==> config.mk <==
export PLATFORM = sky130hd
export DESIGN_NAME = uart_device
export DESIGN_NICKNAME = d
export VERILOG_FILES = /design/src/rtl/uart_device.sv
export SDC_FILE = /design/constraint.sdc
export NUM_CORES = 1
export LEC_CHECK = 0
export CAP_MARGIN = 20
export CORE_AREA = 2 2 140 142
export DETAILED_ROUTE_END_ITERATION = 6
export DIE_AREA = 0 0 142 144
export PLACE_DENSITY_LB_ADDON = 0.2
export SYNTH_ARGS = -nofsm -noshare
export SYNTH_HDL_FRONTEND = slang
export SYNTH_SLANG_ARGS = --single-unit
export TNS_END_PERCENT = 20
==> constraint.sdc <==
create_clock -name clk -period 4.6 [get_ports clk]
set_input_delay 0.92 -clock clk [delete_from_list [all_inputs] [get_ports clk]]
set_output_delay 0.92 -clock clk [all_outputs]
set_load 0.005 [all_outputs]
==> src/rtl/uart_device.sv <==
// Memory-mapped UART: toggle-handshaked command word in, registered status word out,
// 8N1 receiver and transmitter, each side buffered by a small FIFO.
module uart_device #(
    parameter int unsigned CLKS_PER_BIT = 434,
    parameter int unsigned FIFO_DEPTH   = 8
) (
    input  logic        clk,
    input  logic        rst,
    input  logic [1:0]  devaddr,
    input  logic [31:0] in,
    output logic [31:0] out,
    output logic        irq,
    input  logic        uart_rxd,
    output logic        uart_txd
);
    localparam int unsigned PW = $clog2(FIFO_DEPTH);
    localparam int unsigned CW = $clog2(FIFO_DEPTH + 1);
    localparam logic [PW-1:0] P1       = PW'(1);
    localparam logic [CW-1:0] C1       = CW'(1);
    localparam logic [CW-1:0] CFULL    = CW'(FIFO_DEPTH);
    localparam logic [15:0]   BIT_END  = 16'(CLKS_PER_BIT - 1);
    localparam logic [15:0]   HALF_END = 16'(CLKS_PER_BIT / 2 - 1);

    typedef enum logic [1:0] {IDLE, START, DATA, STOP} state_t;

    state_t        rx_state, rx_state_n, tx_state, tx_state_n;
    logic [15:0]   rx_clk, rx_clk_n, tx_clk, tx_clk_n;
    logic [2:0]    rx_bit, rx_bit_n, tx_bit, tx_bit_n;
    logic [7:0]    rx_shift, rx_shift_n, tx_shift, tx_shift_n;
    logic          rxd_s1, rxd_s2, rxd_prev;
    logic          rx_done, rx_ferr, tx_pop, txd_n;
    logic [7:0]    rx_mem [FIFO_DEPTH];
    logic [7:0]    tx_mem [FIFO_DEPTH];
    logic [PW-1:0] rx_rd, rx_wr, tx_rd, tx_wr, rx_rd_n, rx_wr_n, tx_rd_n, tx_wr_n;
    logic [CW-1:0] rx_cnt, tx_cnt, rx_cnt_n, tx_cnt_n;
    logic          ovr, ferr, txo, tog, ovr_n, ferr_n, txo_n, tog_n;
    logic          cmd_ok, cpu_push, cpu_pop, cpu_clr;
    logic          rx_pop_ok, rx_push_ok, tx_push_ok;
    logic [7:0]    rx_head_n;
    logic [29:0]   out_r, out_n;
    logic          unused_in;

    assign unused_in = ^in[26:8];
    assign out       = {devaddr, out_r};

    // Receiver: all sampling is on the synchronized line, mid-bit.
    always_comb begin
        rx_state_n = rx_state;
        rx_clk_n   = rx_clk + 16'd1;
        rx_bit_n   = rx_bit;
        rx_shift_n = rx_shift;
        rx_done    = 1'b0;
        rx_ferr    = 1'b0;
        case (rx_state)
            IDLE: begin
                rx_clk_n = '0;
                if (rxd_prev && !rxd_s2) rx_state_n = START;
            end
            START: if (rx_clk == HALF_END) begin
                rx_clk_n   = '0;
                rx_bit_n   = '0;
                rx_state_n = rxd_s2 ? IDLE : DATA;
            end
            DATA: if (rx_clk == BIT_END) begin
                rx_clk_n   = '0;
                rx_shift_n = {rxd_s2, rx_shift[7:1]};
                rx_bit_n   = rx_bit + 3'd1;
                if (rx_bit == 3'd7) rx_state_n = STOP;
            end
            STOP: if (rx_clk == BIT_END) begin
                rx_clk_n   = '0;
                rx_state_n = IDLE;
                rx_done    = rxd_s2;
                rx_ferr    = !rxd_s2;
            end
            default: rx_state_n = IDLE;
        endcase
    end

    always_comb begin
        tx_state_n = tx_state;
        tx_clk_n   = tx_clk + 16'd1;
        tx_bit_n   = tx_bit;
        tx_shift_n = tx_shift;
        tx_pop     = 1'b0;
        case (tx_state)
            IDLE: begin
                tx_clk_n = '0;
                if (tx_cnt != '0) begin
                    tx_pop     = 1'b1;
                    tx_shift_n = tx_mem[tx_rd];
                    tx_state_n = START;
                end
            end
            START: if (tx_clk == BIT_END) begin
                tx_clk_n   = '0;
                tx_bit_n   = '0;
                tx_state_n = DATA;
            end
            DATA: if (tx_clk == BIT_END) begin
                tx_clk_n   = '0;
                tx_shift_n = {1'b0, tx_shift[7:1]};
                tx_bit_n   = tx_bit + 3'd1;
                if (tx_bit == 3'd7) tx_state_n = STOP;
            end
            STOP: if (tx_clk == BIT_END) begin
                tx_clk_n = '0;
                if (tx_cnt != '0) begin
                    tx_pop     = 1'b1;
                    tx_shift_n = tx_mem[tx_rd];
                    tx_state_n = START;
                end else begin
                    tx_state_n = IDLE;
                end
            end
            default: tx_state_n = IDLE;
        endcase
        txd_n = (tx_state_n == START) ? 1'b0 :
                (tx_state_n == DATA)  ? tx_shift_n[0] : 1'b1;
    end

    // Status word is built from next-state values so a command shows up one edge after acceptance.
    always_comb begin
        cmd_ok     = (in[31:30] == devaddr) && (in[27] != tog);
        cpu_push   = cmd_ok && (in[29:28] == 2'b01);
        cpu_pop    = cmd_ok && (in[29:28] == 2'b10);
        cpu_clr    = cmd_ok && (in[29:28] == 2'b11);
        tog_n      = cmd_ok ? in[27] : tog;
        rx_pop_ok  = cpu_pop && (rx_cnt != '0);
        rx_push_ok = rx_done && ((rx_cnt != CFULL) || rx_pop_ok);
        tx_push_ok = cpu_push && ((tx_cnt != CFULL) || tx_pop);
        rx_rd_n    = rx_pop_ok  ? rx_rd + P1 : rx_rd;
        rx_wr_n    = rx_push_ok ? rx_wr + P1 : rx_wr;
        tx_rd_n    = tx_pop     ? tx_rd + P1 : tx_rd;
        tx_wr_n    = tx_push_ok ? tx_wr + P1 : tx_wr;
        rx_cnt_n   = rx_cnt;
        if (rx_push_ok && !rx_pop_ok)      rx_cnt_n = rx_cnt + C1;
        else if (!rx_push_ok && rx_pop_ok) rx_cnt_n = rx_cnt - C1;
        tx_cnt_n   = tx_cnt;
        if (tx_push_ok && !tx_pop)         tx_cnt_n = tx_cnt + C1;
        else if (!tx_push_ok && tx_pop)    tx_cnt_n = tx_cnt - C1;
        ovr_n      = (ovr  & ~cpu_clr) | (rx_done & ~rx_push_ok);
        ferr_n     = (ferr & ~cpu_clr) | rx_ferr;
        txo_n      = (txo  & ~cpu_clr) | (cpu_push & ~tx_push_ok);
        // The new head may be the byte landing this cycle, not yet in memory.
        if (rx_cnt_n == '0)                        rx_head_n = '0;
        else if (rx_push_ok && (rx_rd_n == rx_wr)) rx_head_n = rx_shift;
        else                                       rx_head_n = rx_mem[rx_rd_n];
        out_n = {2'b00, tog_n, 3'b000, 4'(tx_cnt_n), 4'(rx_cnt_n), 1'b0, txo_n, ferr_n, ovr_n,
                 tx_cnt_n == CFULL, tx_cnt_n == '0, rx_cnt_n == CFULL, rx_cnt_n == '0, rx_head_n};
    end

    always_ff @(posedge clk) begin
        if (rx_push_ok) rx_mem[rx_wr] <= rx_shift;
        if (tx_push_ok) tx_mem[tx_wr] <= in[7:0];
    end

    always_ff @(posedge clk or negedge rst) begin
        if (!rst) begin
            rx_state <= IDLE;  tx_state <= IDLE;
            rx_clk   <= '0;    tx_clk   <= '0;
            rx_bit   <= '0;    tx_bit   <= '0;
            rx_shift <= '0;    tx_shift <= '0;
            rxd_s1   <= 1'b1;  rxd_s2   <= 1'b1;  rxd_prev <= 1'b1;
            rx_rd    <= '0;    rx_wr    <= '0;    rx_cnt   <= '0;
            tx_rd    <= '0;    tx_wr    <= '0;    tx_cnt   <= '0;
            ovr      <= 1'b0;  ferr     <= 1'b0;  txo      <= 1'b0;  tog <= 1'b0;
            irq      <= 1'b0;  uart_txd <= 1'b1;
            out_r    <= 30'h500;
        end else begin
            rx_state <= rx_state_n;  tx_state <= tx_state_n;
            rx_clk   <= rx_clk_n;    tx_clk   <= tx_clk_n;
            rx_bit   <= rx_bit_n;    tx_bit   <= tx_bit_n;
            rx_shift <= rx_shift_n;  tx_shift <= tx_shift_n;
            rxd_s1   <= uart_rxd;    rxd_s2   <= rxd_s1;    rxd_prev <= rxd_s2;
            rx_rd    <= rx_rd_n;     rx_wr    <= rx_wr_n;   rx_cnt   <= rx_cnt_n;
            tx_rd    <= tx_rd_n;     tx_wr    <= tx_wr_n;   tx_cnt   <= tx_cnt_n;
            ovr      <= ovr_n;       ferr     <= ferr_n;    txo      <= txo_n;   tog <= tog_n;
            irq      <= rx_push_ok;  uart_txd <= txd_n;
            out_r    <= out_n;
        end
    end
endmodule

==> images/clk_routes.png <==
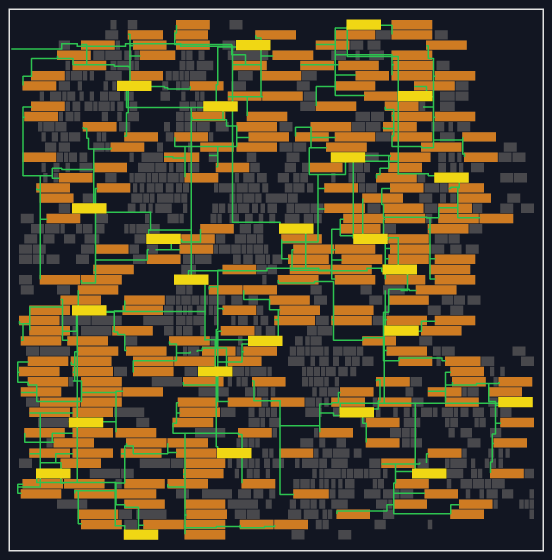
[yellow] clock drivers | count: 24
[orange] flip-flops | count: 227
[green] clock wires | length: 2510 microns
flops lie	widely spread
Fin Clk Skew: 0.02154 ns
Clk power: 1.80 mW
clk_lat worst skew: 0.52 ns

==> images/placement_by_type.png <==
Scale bar: 50 microns. Fill, decap, tap and diode cells in grey.
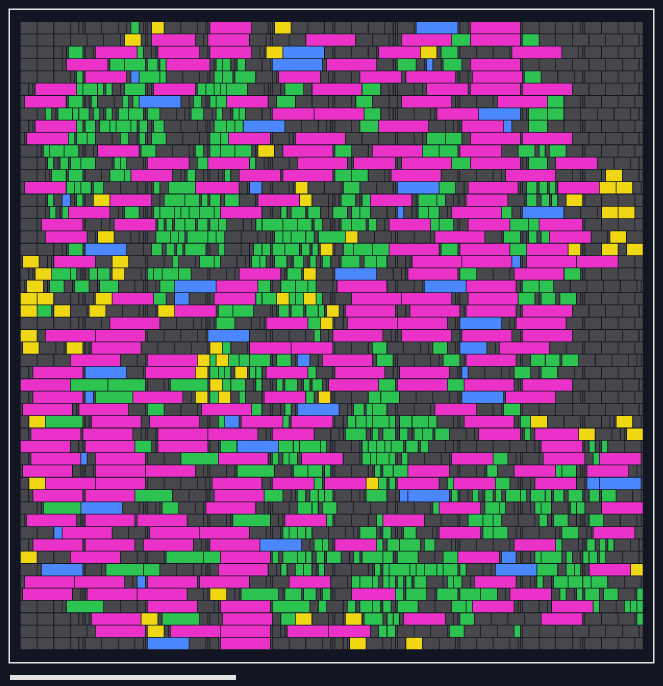
colour	class	cells	share of their area
yellow	other buffers and delay cells	67	5.4%
blue	clock drivers and dummy loads	44	6.6%
magenta	flops	227	55%
green	combinational and other logic	519	33%

==> results.ini <==
[drt]
drt_iter0_drc = 474
wl_met2_microns = 9699
drt_wl_total_microns = 20010
vias = 6410
dr.pass1.iters = 5
dr_wl_met3_microns = 848
wl_per_cell_microns = 18.27
drcViolationCount = 0
met1_length_microns = 9047
ant_nets = 0

[finish]
logic_area_sq_um = 3633
largest_registers = rx_mem (64), tx_mem (64), out_r (18)
final_area_sq_um = 11700
inverters_excl_clock = 21
clkCellAreaFrac = 0.06415
syn_to_final_growth_pct = 14.27
nonClockBufferCount = 67
final_common_cell = edfxtp_1
dominant_cells = registers
diodes = 0
flop_area_sq_um = 6329
final-nonclk-buf-share = 0.05239
fillers = 1453
post_route_cells_drive_above_1_share = 0.1342
ff_count = 227
comb-cell-share = 0.3105
comb.multi_input.count = 498
stdcell_count = 1095
seq_share = 0.5408
clock_buffer_count = 26
fin_util = 0.6134

[global_route]
met3_usage = 0.03510
met1_usage = 0.2801
grt_pass1_wl_microns = 32580
grtUsageMet2 = 0.3371
antenna_found_initial = 0
grt.overflow.total = 0

[outcome]
status = completed

[floorplan]
die_h_microns = 144
dieArea_sq_um = 20450
initial_utilization = 0.5368
rows = 51
die_w_microns = 142
taps = 238
fp.coreArea_sq_um = 19080

[logic_synthesis]
synth-xor-area-share = 0.04020
synth_cell_type_count = 67
netlist_logic_family_top = simple AND/OR/NAND/NOR gates
synth_area_per_cell_sq_um = 13.10
top_cell = edfxtp_1
syn-cell-area_sq_um = 10240
synthTopCellsByCount = edfxtp_1, dfrtp_1, nor2_1, nand2_1, mux2i_1
ys.flops = 227
top_area_cell = edfxtp_1
ys_cells = 782
edf_count = 128
top_area_frac = 0.3753
mux_share = 0.09065
topCellsByArea = edfxtp_1, dfrtp_1, mux2i_1
ys_seq_share = 0.6180
async_flop_share = 0.4361
synth-simple-area-share = 0.1045
ys_sh_aoi = 0.08845
yosys_warnings = 0
synth-main-ff-cell = edfxtp_1
synthCells = 782

[worst_setup_path]
r2r_slack_ns = 1.32
slowest_stage = xnor2_1
crit_family = XOR/XNOR gates
cp_data_required_time_ns = 5.02
arrival_ns = 3.91
reg2regPathDepth = 7
critPathBufInv = 1
cp.depth = 8
crit_path_max_incr_delay_ns = 0.80
cp-end-kind = flip-flop
r2r_end = out_r[5]$_DFF_PN0_
worstReg2RegStart = rx_clk[13]$_DFF_PN0_
cp-endpoint = out_r[5]$_DFF_PN0_
crit_start = devaddr[1]
crit_chain = clkdlybuf4s50_1, xor2_1, or3_2, a211oi_2, a2bb2oi_1, xnor2_1, o22ai_1, a21oi_1

[final_timing]
timing.hold.ws_ns = 0.3584
finalCriticalPeriod_ns = 3.484
finalHoldViolations = 0
clock.fmax_mhz = 287.1
slew_headroom = 0.3348
period_used_share = 0.7573
setup_viol = 0
fin_ws_ns = 1.116
rsz0062_at_grt = no

[placement]
place_inst = 1050
place_congestion = 0.8539
dpl.hpwl_microns = 13310
dp_slack_ns = 0.6933
place_area_sq_um = 10940
port_buffers = 45

[pwr]
p_leak_nw = 4.571
power.share.sequential = 0.435
p_int_mw = 4.194
power_mw = 6.103
combPwrFrac = 0.270
irDropWorstVdd_mv = 0.3056
maxPowerGroup = sequential cells
power_density_nw_per_um2 = 521.5
pwr.group.sequential_mw = 2.65
powerComb_mw = 1.65
p_sw_frac = 0.3128

[clock_tree]
cts-root-buf = clkbuf_16
cts.sinks = 227
clockBufferDepth = 3
cts.clk_slew.worst_paths_ns = 0.06
post_cts_buffers = 0
cts_buffers = 24

[job]
warning_count = 55
cap_violations = 0

[hold_path]
min_path_type = flip-flop to flip-flop

==> images/power_grid.png <==
Pins as bars on the die edge. Tap cells in grey.
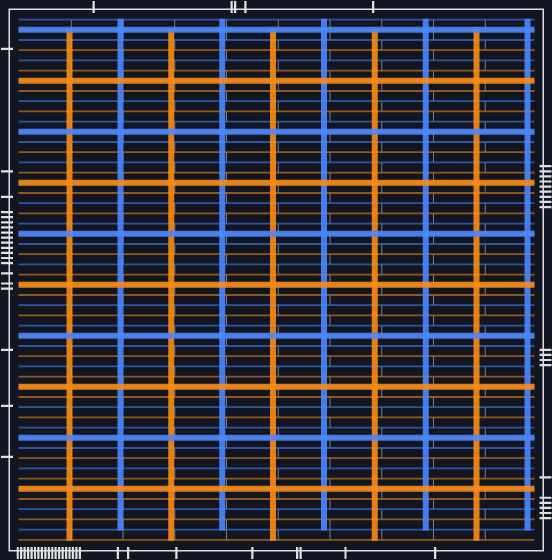
colour	net
orange	VSS
blue	VDD
met5 straps	10
tap cells	238
met1 rails	52

## how the worst min path moves through the flow
stage | depth (start not counted) | to | start
floorplan | 0 | rxd_s2$_DFF_PN1_ | rxd_s1$_DFF_PN1_
global placement | 0 | rxd_s2$_DFF_PN1_ | rxd_s1$_DFF_PN1_
detailed placement | 0 | rxd_s2$_DFF_PN1_ | rxd_s1$_DFF_PN1_
CTS | 0 | rxd_s2$_DFF_PN1_ | rxd_s1$_DFF_PN1_
global route | 0 | rxd_s2$_DFF_PN1_ | rxd_s1$_DFF_PN1_
finish | 0 | rxd_s2$_DFF_PN1_ | rxd_s1$_DFF_PN1_
Power and IR drop assume default switching activity.
